==> config.mk <==
export PLATFORM = sky130hd
export DESIGN_NAME = device_data_framer
export DESIGN_NICKNAME = d
export VERILOG_FILES = /design/src/rtl/device_data_framer.sv
export SDC_FILE = /design/constraint.sdc
export NUM_CORES = 1
export LEC_CHECK = 0
export ABC_AREA = 1
export CAP_MARGIN = 10
export CORE_MARGIN = 10
export CORE_UTILIZATION = 33
export DETAILED_ROUTE_END_ITERATION = 10
export SLEW_MARGIN = 20
export SYNTH_ARGS = -nofsm -noshare
export SYNTH_HDL_FRONTEND = slang
export SYNTH_SLANG_ARGS = --single-unit
==> constraint.sdc <==
create_clock -name TR_CLK -period 9.2 [get_ports TR_CLK]
set_clock_uncertainty 0.15 [all_clocks]
set_input_delay 1.84 -clock TR_CLK [delete_from_list [all_inputs] [get_ports TR_CLK]]
set_output_delay 1.84 -clock TR_CLK [all_outputs]
set_load 0.05 [all_outputs]
==> images/met1.png <==
Scale: 2 px per µm. Cells faint in the background.
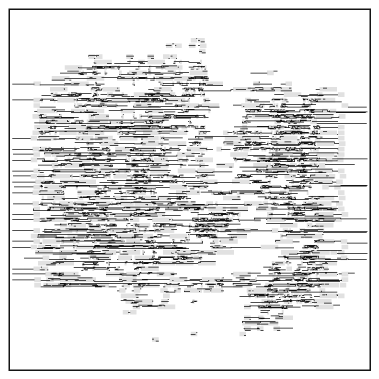
nets with wire on the layer: 1,052
main direction: horizontal
wire length on this layer: 9,790 µm
met1 Use GR: 16.8%
Total Routed Length: 20,700 µm
via count: 6,523

==> images/met2.png <==
Scale: 3 px per µm.
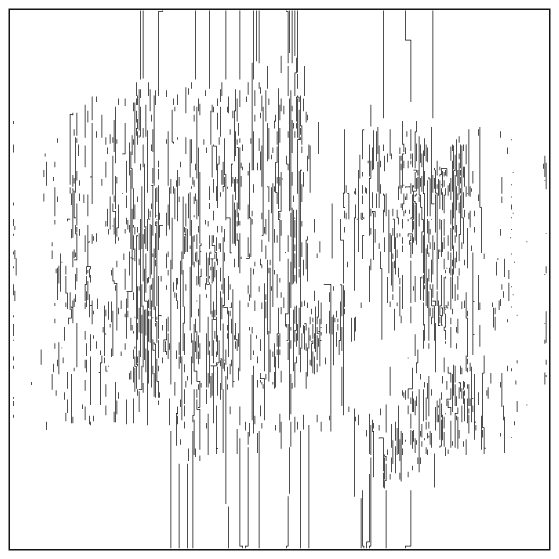
nets with wire on the layer: 937
main direction: vertical
share of all routed wire: 46%
wire length on this layer: 9,600 µm
longest straight run: 52.4 µm
GR Layer Usage met2: 20.9%

==> run_results.csv <==
group,metric,value,unit
drt,drtIter0Drc,557,
drt,drcViolationCount,0,
critical_path,path_depth,6,
critical_path,worst-r2r-setup-slack,5690,ps
final_timing,setup_slack,4060,ps
die,dieArea,32300,µm²
drt,wl_met3,1110,µm
outcome,status,"finished, final reports clean",
synthesis,edf_count,0,
critical_path,critical_path_required,7210,ps
synthesis,ys_seq_share,47.0,%
synthesis,yosys.stat.chipArea,8420,µm²
global_route,grt_pass1_wl,34800,µm
die,die_w,180,µm
layout,area_delta_synth_final,22.9,%
clocking,cts_buffer_depth,2,
critical_path,slowest_stage,"clkdlybuf4s50_1",
global_route,grt_overflow,0,
critical_path,cp-end-kind,"primary output",
drt,wl_met2,9600,µm
critical_path,path_delay_family,"simple AND/OR/NAND/NOR gates",
job,maxCapViolations,0,
global_route,grt_max_degree,95,
global_route,antenna_found_initial,0,
synthesis,synthCells,962,
critical_path,rr_worst_depth,13,
clocking,ctsResizeCount,0,
drt,wl_met1,9790,µm
synthesis,avgSynthCellArea,8.75,µm²
layout,final_nets,1154,
critical_path,crit_top_cell,"nor2_1",
final_timing,setup_viol,0,
clocking,cts_tree,"done",
place,place_ws,4490,ps
synthesis,syn_area,8420,µm²
drt,drtAntennaViolNets,0,
final_timing,max_slew_margin,33.3,%
die,core,25100,µm²
synthesis,syn-num-nets,1049,
critical_path,cpPeakStageDelay,870,ps
synthesis,yosys_cells,962,
clocking,postCtsSetupRepairBufs,0,
synthesis,ys_warn_count,0,
final_timing,drv_slew,0,
clocking,cts.reportedPaths.clkPinSlew,70,ps
final_timing,tightest_slew,1000,ps
layout,antenna_cells,0,
global_route,grt_usage,12.9,%
critical_path,critical_path_buf_inv_count,2,
per-stage QoR:
stage	std cells	util, %	hold slack, ps	area (µm²)
after floorplan	962	-	299	8420
after global placement	1378	38.9	311	9770
after detailed placement	1378	38.9	315	9770
after CTS	1410	41.2	326	10300
after global routing	1410	41.2	345	10300
final	1410	41.2	317	10300
worst register-to-register path, stage by stage, from the launching register on:
cell and delay [ps]:
dfrtp_1 320, inv_1 80, fa_1 550, inv_1 60, fa_1 530, inv_1 50, fa_1 520, inv_1 40
ha_1 230, fa_1 420, nand3_1 110, nand3_1 80, xnor2_1 140, o21ai_1 80
final cells by class:
| cell class | instances | area, µm² | area share, % |
|---|---|---|---|
| clock buffer | 21 | 460 | 4.45 |
| clock inverter | 11 | 108 | 1.04 |
| inverter | 128 | 483 | 4.67 |
| multi-input combinational | 652 | 3820 | 37.0 |
| sequential | 158 | 3960 | 38.2 |
| tap | 330 | 413 | 3.99 |
| timing repair buffer | 110 | 1100 | 10.6 |
layer usage:
metal	up-vias	GRT usage, %
li1	3249	-
met1	3105	16.8
met2	153	20.9
met3	16	3.43
met4	0	3.34
met5	-	0
cell usage after synthesis, types with 21 or more instances:
master	n	area (µm²)
a21oi_1	42	210
dfrtp_1	157	3930
fa_1	27	541
inv_1	126	473
nand2_1	275	1030
nand3_1	30	150
nor2_1	79	297
nor3_1	21	105
o21ai_0	25	125
o21ai_2	24	210
xnor2_1	21	184
xor2_1	22	193
cell families (layout without fill, tap and decap cells):
kind of cell | after synthesis | in the layout | share of synthesized area [%]
DFF | 158 | 158 | 47.0
adders and majority gates | 35 | 35 | 7.61
AOI/OAI and AO/OA | 117 | 117 | 8.62
xor gates and xnor gates | 43 | 43 | 4.48
and+or+nand+nor | 439 | 439 | 22.1
muxes | 18 | 18 | 2.41
buffers and inverters | 152 | 270 | 7.79
